File: config.mk
export PLATFORM = sky130hd
export DESIGN_NAME = axis_arb_fan_in
export DESIGN_NICKNAME = d
export VERILOG_FILES = /design/src/rtl/axis_pkg.sv /design/src/rtl/axis_skid_reg.sv /design/src/rtl/axis_arb_fan_in.sv
export SDC_FILE = /design/constraint.sdc
export NUM_CORES = 1
export LEC_CHECK = 0
export ABC_CLOCK_PERIOD_IN_PS = 10700
export CAP_MARGIN = 20
export CORE_AREA = 2 2 364 366
export DETAILED_ROUTE_END_ITERATION = 10
export DIE_AREA = 0 0 366 368
export GPL_TIMING_DRIVEN = 0
export PLACE_DENSITY = 0.35
export RECOVER_POWER = 100
export SETUP_SLACK_MARGIN = 0.3
export SLEW_MARGIN = 25
export SYNTH_ARGS = -nofsm -noshare
export SYNTH_HDL_FRONTEND = slang
export SYNTH_HIERARCHICAL = 1
export SYNTH_SLANG_ARGS = --single-unit
export TNS_END_PERCENT = 100
File: constraint.sdc
create_clock -name s_axis_clk -period 10.7 [get_ports s_axis_clk]
set_clock_uncertainty 0.1 [all_clocks]
set_input_delay 2.675 -clock s_axis_clk [delete_from_list [all_inputs] [get_ports s_axis_clk]]
set_output_delay 2.675 -clock s_axis_clk [all_outputs]
set_load 0.05 [all_outputs]
File: src/rtl/axis_pkg.sv
// Shared AXI-stream definitions: arbitration modes, arbiter states, counter width
// and the tuser width helper used by the fan-in blocks.
package axis_pkg;

  localparam int ARB_PRIORITY    = 0;
  localparam int ARB_ROUND_ROBIN = 1;
  localparam int PKTCNT_W        = 16;

  typedef enum logic {
    ARB_IDLE,
    ARB_LOCKED
  } arb_state_e;

  // Index width for n channels, never narrower than one bit.
  function automatic int cw_of(input int n);
    return (n > 1) ? $clog2(n) : 1;
  endfunction

endpackage

File: src/rtl/axis_skid_reg.sv
// Two-entry AXI-stream output stage: a registered output plus one skid entry so the
// upstream ready depends only on local state and full throughput is kept.
module axis_skid_reg #(
  parameter int W = 8
) (
  input  logic         clk_i,
  input  logic         rst_ni,
  input  logic         in_load_i,   // beat accepted upstream this cycle
  output logic         in_rdy_o,
  input  logic [W-1:0] in_data_i,
  output logic         out_vld_o,
  input  logic         out_rdy_i,
  output logic [W-1:0] out_data_o
);

  logic         out_vld_q, out_vld_d;
  logic         skid_vld_q, skid_vld_d;
  logic [W-1:0] out_q, out_d;
  logic [W-1:0] skid_q, skid_d;

  // Ready is forced low while reset is held so nothing is accepted in reset.
  assign in_rdy_o   = rst_ni & ~skid_vld_q;
  assign out_vld_o  = out_vld_q;
  assign out_data_o = out_q;

  always_comb begin
    out_vld_d  = out_vld_q;
    out_d      = out_q;
    skid_vld_d = skid_vld_q;
    skid_d     = skid_q;
    if (!out_vld_q || out_rdy_i) begin
      // Skid is older than any incoming beat, so it always moves up first.
      if (skid_vld_q) begin
        out_d      = skid_q;
        skid_vld_d = 1'b0;
      end else if (in_load_i) begin
        out_d     = in_data_i;
        out_vld_d = 1'b1;
      end else begin
        out_vld_d = 1'b0;
      end
    end else if (in_load_i) begin
      skid_d     = in_data_i;
      skid_vld_d = 1'b1;
    end
  end

  always_ff @(posedge clk_i or negedge rst_ni) begin
    if (!rst_ni) begin
      out_vld_q  <= 1'b0;
      out_q      <= '0;
      skid_vld_q <= 1'b0;
      skid_q     <= '0;
    end else begin
      out_vld_q  <= out_vld_d;
      out_q      <= out_d;
      skid_vld_q <= skid_vld_d;
      skid_q     <= skid_d;
    end
  end

endmodule

File: src/rtl/axis_arb_fan_in.sv
// N:1 AXI-stream fan-in: priority or round-robin arbitration, optional packet lock
// on tlast, registered output. Per-channel packet counters under AXIS_ARB_FAN_IN_PKTCNT_EN.
module axis_arb_fan_in
  import axis_pkg::*;
#(
  parameter int NUM_FANIN      = 6,
  parameter int DATA_WIDTH     = 128,
  parameter int USE_AXIS_TLAST = 1,
  parameter int ARB_MODE       = 1,
  localparam int CW            = cw_of(NUM_FANIN)
) (
  input  logic                            s_axis_clk,
  input  logic                            s_axis_rstn,
  input  logic [NUM_FANIN-1:0]            s_axis_tvalid,
  output logic [NUM_FANIN-1:0]            s_axis_tready,
  input  logic [NUM_FANIN*DATA_WIDTH-1:0] s_axis_tdata,
  input  logic [NUM_FANIN-1:0]            s_axis_tlast,
  output logic                            m_axis_tvalid,
  input  logic                            m_axis_tready,
  output logic [DATA_WIDTH-1:0]           m_axis_tdata,
  output logic                            m_axis_tlast,
  output logic [CW-1:0]                   m_axis_tuser
`ifdef AXIS_ARB_FAN_IN_PKTCNT_EN
  ,
  output logic [NUM_FANIN*PKTCNT_W-1:0]   pkt_count
`endif
);

  localparam int PW = DATA_WIDTH + CW + 1;

  arb_state_e            state_q, state_d;
  logic [CW-1:0]         lock_chan_q, lock_chan_d;
  logic [CW-1:0]         rr_ptr_q, rr_ptr_d;
  logic [CW-1:0]         gnt;
  logic                  gnt_vld;
  logic                  in_ready;
  logic                  accept;
  logic                  sel_last, last_eff;
  logic [DATA_WIDTH-1:0] sel_data;
  logic [PW-1:0]         out_payload;
  int                    idx;

  // Grant selection; a lock pins the grant regardless of other valids.
  always_comb begin
    gnt     = '0;
    gnt_vld = 1'b0;
    idx     = 0;
    if (state_q == ARB_LOCKED) begin
      gnt     = lock_chan_q;
      gnt_vld = s_axis_tvalid[lock_chan_q];
    end else if (ARB_MODE == ARB_PRIORITY) begin
      for (int i = 0; i < NUM_FANIN; i++) begin
        if (s_axis_tvalid[i]) begin
          gnt     = CW'(i);
          gnt_vld = 1'b1;
        end
      end
    end else begin
      for (int k = 0; k < NUM_FANIN; k++) begin
        idx = int'(rr_ptr_q) + k;
        if (idx >= NUM_FANIN) idx = idx - NUM_FANIN;
        if (!gnt_vld && s_axis_tvalid[idx]) begin
          gnt     = CW'(idx);
          gnt_vld = 1'b1;
        end
      end
    end
  end

  always_comb begin
    sel_data = '0;
    sel_last = 1'b0;
    for (int i = 0; i < NUM_FANIN; i++) begin
      if (gnt == CW'(i)) begin
        sel_data = s_axis_tdata[i*DATA_WIDTH +: DATA_WIDTH];
        sel_last = s_axis_tlast[i];
      end
    end
  end

  // Without tlast support every beat is a complete packet.
  assign last_eff = (USE_AXIS_TLAST != 0) ? sel_last : 1'b1;
  assign accept   = gnt_vld & in_ready;

  always_comb begin
    s_axis_tready = '0;
    if (accept) s_axis_tready[gnt] = 1'b1;
  end

  always_comb begin
    state_d     = state_q;
    lock_chan_d = lock_chan_q;
    rr_ptr_d    = rr_ptr_q;
    case (state_q)
      ARB_IDLE: begin
        if (accept && !last_eff) begin
          state_d     = ARB_LOCKED;
          lock_chan_d = gnt;
        end
      end
      ARB_LOCKED: begin
        if (accept && last_eff) state_d = ARB_IDLE;
      end
      default: state_d = ARB_IDLE;
    endcase
    if (ARB_MODE == ARB_ROUND_ROBIN && accept && last_eff)
      rr_ptr_d = (gnt == CW'(NUM_FANIN - 1)) ? '0 : gnt + 1'b1;
  end

  always_ff @(posedge s_axis_clk or negedge s_axis_rstn) begin
    if (!s_axis_rstn) begin
      state_q     <= ARB_IDLE;
      lock_chan_q <= '0;
      rr_ptr_q    <= '0;
    end else begin
      state_q     <= state_d;
      lock_chan_q <= lock_chan_d;
      rr_ptr_q    <= rr_ptr_d;
    end
  end

  axis_skid_reg #(
    .W (PW)
  ) u_out (
    .clk_i      (s_axis_clk),
    .rst_ni     (s_axis_rstn),
    .in_load_i  (accept),
    .in_rdy_o   (in_ready),
    .in_data_i  ({last_eff, gnt, sel_data}),
    .out_vld_o  (m_axis_tvalid),
    .out_rdy_i  (m_axis_tready),
    .out_data_o (out_payload)
  );

  assign m_axis_tdata = out_payload[DATA_WIDTH-1:0];
  assign m_axis_tuser = out_payload[DATA_WIDTH +: CW];
  assign m_axis_tlast = out_payload[PW-1];

`ifdef AXIS_ARB_FAN_IN_PKTCNT_EN
  logic [NUM_FANIN-1:0][PKTCNT_W-1:0] cnt_q;

  for (genvar c = 0; c < NUM_FANIN; c++) begin : g_cnt
    logic [PKTCNT_W-1:0] cnt_d;

    // Saturating: stops at all-ones instead of wrapping.
    always_comb begin
      cnt_d = cnt_q[c];
      if (accept && last_eff && gnt == CW'(c) && cnt_q[c] != '1)
        cnt_d = cnt_q[c] + 1'b1;
    end

    always_ff @(posedge s_axis_clk or negedge s_axis_rstn) begin
      if (!s_axis_rstn) cnt_q[c] <= '0;
      else              cnt_q[c] <= cnt_d;
    end

    assign pkt_count[c*PKTCNT_W +: PKTCNT_W] = cnt_q[c];
  end
`endif

endmodule

### Cells coloured by class

Fill, decap, tap and diode cells in grey.
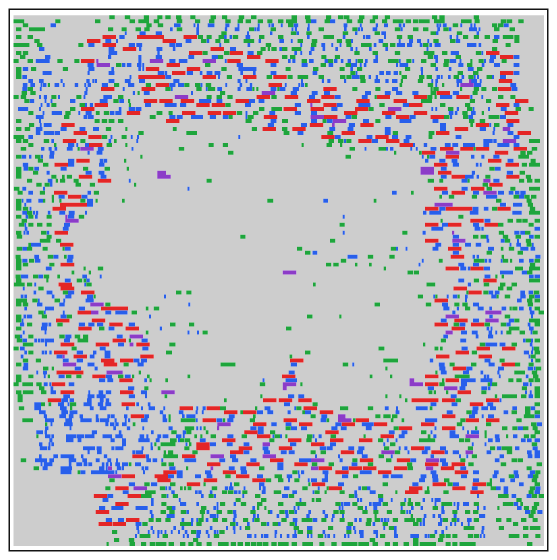
[green] remaining buffers and delay cells | cells: 1123 | share of their area: 35%
[red] registers | cells: 273 | share of their area: 23%
[blue] remaining logic cells | cells: 1605 | share of their area: 38%
[purple] clock drivers and dummy loads | cells: 66 | share of their area: 4.2%
Util after Layout: 0.244
fraction of area in registers: 0.214
core area: 131000 sq um
final instance area: 31900 sq um

### Wiring heat map

The die is cut into 37 by 37 equal tiles; dark blue is low, red is high, scaled to the fullest tile. Values are wire area over tile area, all layers added.
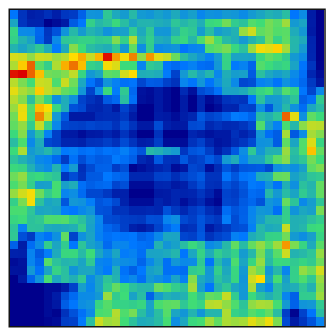
fullest tile: 0.55
mean over tiles: 0.18
nearly empty tiles: 3.8%
emptiest ninth of the die: centre
tiles over half the peak: 18%
drt total wl: 146000 microns
GRT Util Overall: 0.209
average wire per standard cell: 30.2 microns
DR vias: 20.8k

### Port wiring

The bar under the picture is 100 microns long.
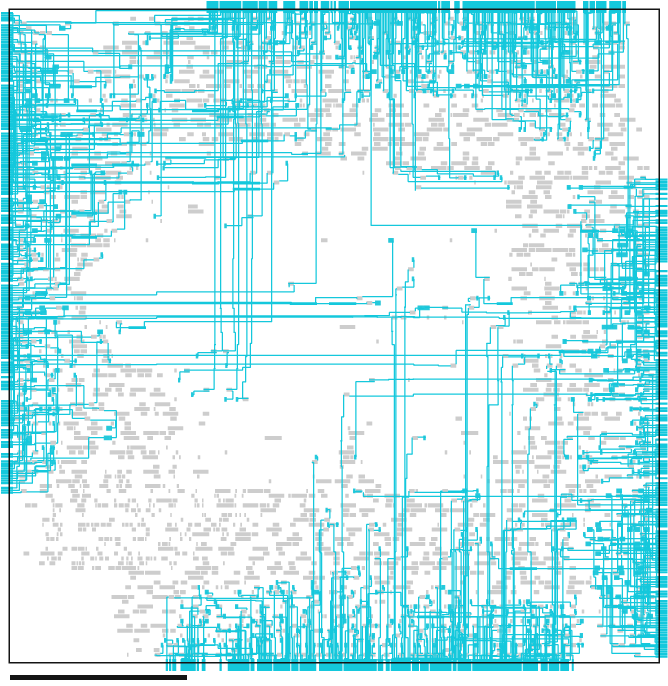
[cyan] s_axis_tdata | direction: input | edge: 218 top, 203 bottom, 178 left, 169 right | end cells: 720 | buffers: 768 | wire: 44.0 mm
io pins: 922
Buffers on Ports: 921

### Placement view

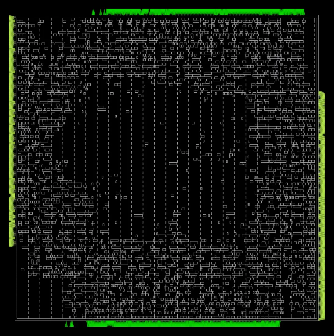
fin cells: 4843
row cnt: 133
Flops: 273

### PDN straps and rails

The bar under the picture is 100 microns long. Pins as bars on the die edge. Tap cells in grey.
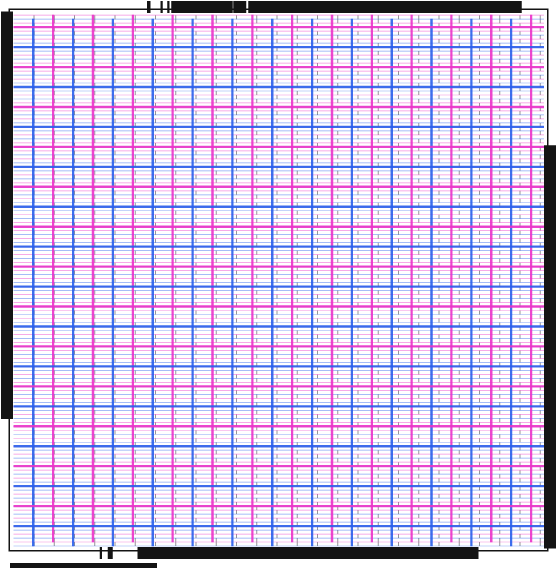
[magenta] VDD
[blue] VSS
met1 rails: 134
signal pins: 922
Die W: 366 microns
Die Y: 368 microns

==> flow_summary_export.csv <==
group,metric,value,unit
synthesis,synth-simple-area-share,0.105,
place,place_ws,-443,ps
status,outcome,"finished with violations",
timing,maxSlewHeadroom,-2.11,
synthesis,yosysTopAreaCell,"dfrtp_1",
cells_and_area,lay_top_count,"clkdlybuf4s50_1",
setup_path,cp-end-kind,"flip-flop",
synthesis,top_cells_by_count,"430 x nand2_1, 273 x dfrtp_1, 250 x mux2_2, 248 x a21oi_1, 151 x mux2_1",
synthesis,syn-num-nets,2862,
cts,cts_sinks,273,
floorplan,tap_cells,1755,
setup_path,critPathLaunchType,"primary input",
synthesis,synth-compound-area-share,0.198,
cts,cts_tree,"built",
setup_path,regToRegStartpoint,"rr_ptr_q[1]",
global_routing,use_met2,0.342,
global_routing,overflow,0,
synthesis,ys_top_cells_by_area,"dfrtp_1 36%, mux2_2 15%, mux2_1 8.9%",
timing,slew_violations,247,
route,route.met2.wl,69100,microns
global_routing,antenna_found_initial,69,
synthesis,synth.top_cell.area_share,0.359,
synthesis,fa_ha_area_frac,0.00921,
floorplan,chip_area,135000,sq um
synthesis,syn_area,19000,sq um
global_routing,grtUsageMet3,0.0621,
floorplan,fp_util,0.145,
global_routing,grt_max_degree,77,
route,via_per_inst,4.30,
timing,final_hold_viol_count,0,
worst_hold_path,min_path_type,"flip-flop to flip-flop",
route,drt_iter0_markers,1190,
synthesis,ys.flops,273,
cells_and_area,fillers,14400,
synthesis,yosys_cells,2065,
synthesis,syn_inst,2065,
cells_and_area,largest_class,"logic gates",
place,placed_cells,4755,
cts,path_clk_slew,60,ps
cells_and_area,nNetsFinal,3839,
cells_and_area,final_layout_size_suffix_gt1_frac,0.140,
timing,worst_pin_slew,4670,ps
synthesis,ys.flop_type,"dfrtp_1",
cells_and_area,flop_area,6830,sq um
timing,fin_crit_sh,0.948,
cells_and_area,syn2layout_area_growth,67.9,%
global_routing,globalRouteMet1Util,0.265,
setup_path,path_buffers,6,
timing,timing.setup.tns,0,ps
cts,cts_buffer_depth,3,
status,failed_checks,"max-capacitance violations, max-slew violations",
synthesis,ys_warn_count,6,
run,tool_warnings,35,
setup_path,reg2regPathDepth,25,
synthesis,synth_seq_share,0.359,
run,maxCapViolCount,7,
synthesis,avgSynthCellArea,9.21,sq um
route,drcViolationCount,0,
setup_path,cpMaxStageDelayCell,"clkbuf_1",
setup_path,cp-endpoint,"u_out/out_data_o[92]",
setup_path,max_stage_delay,1270,ps
setup_path,cp_max_fo,10,
setup_path,rr_endpoint,"u_out/out_data_o[92]",
cells_and_area,sh_comb_area,0.350,
synthesis,ys_area,19000,sq um
setup_path,crit_arrival,10560,ps
cts,cts_root_buf,"clkbuf_16",
synthesis,yosysMostFrequentCell,"nand2_1",
place,dp_hpwl,122000,microns
synthesis,xor_share,0.00316,
cells_and_area,final-nonclk-buf-share,0.325,
cts,clk_latency,590,ps
route,drtPass1Iterations,7,
cells_and_area,final_cell_mix,"781 x clkdlybuf4s50_1, 430 x nand2_1, 273 x dfrtp_1, 250 x mux2_2, 249 x a21oi_1",
cells_and_area,comb_cells,1590,
route,wirelength_met1,62800,microns
timing,min_period,10140,ps
synthesis,ys_sh_mux,0.273,
synthesis,yosysUniqueCellTypes,65,
cts,cts_made_buffers,39,
synthesis,top_logic_kind,"multiplexers",
setup_path,critical_path_class,"primary input to flip-flop",
synthesis,synthArstFlopShare,1.00,
route,antenna_left,0,
cells_and_area,clock_area_frac,0.0392,
setup_path,required,11120,ps
worst_hold_path,holdPathStages,1,
timing,setup_ws,560,ps
cts,ctsResizeCount,6,
global_routing,grt_pass1_wl,193000,microns
global_routing,grt.busiest_layer,"met2",
global_routing,grt_pass1_vias,21700,
setup_path,path_depth,19,
setup_path,crit_path_start,"s_axis_tvalid[3]",
route,topRoutingLayerUsed,"met5",
timing,max_clock_freq,0.0986,GHz
timing,setup_viol,0,
cts,postCtsSetupBuffers,1,
timing,rsz0062_at_grt,"false",
place,dpl_cell_area,30800,sq um
setup_path,crit_chain,"clkdlybuf4s50_1 > mux2i_1 > or4b_1 > nand3_1 > o211ai_1 > a21oi_1 > o21a_1 > buf_2 > clkbuf_2 > clkbuf_2 > nor3_1 > ha_1 > nor2_1 > clkbuf_1 > buf_2 > a221oi_1 > a31oi_1 > mux2_1 > mux2_2",
worst_hold_path,hold_start,"u_out/out_data_o[55]",
cts,cts_hold_buf,0,
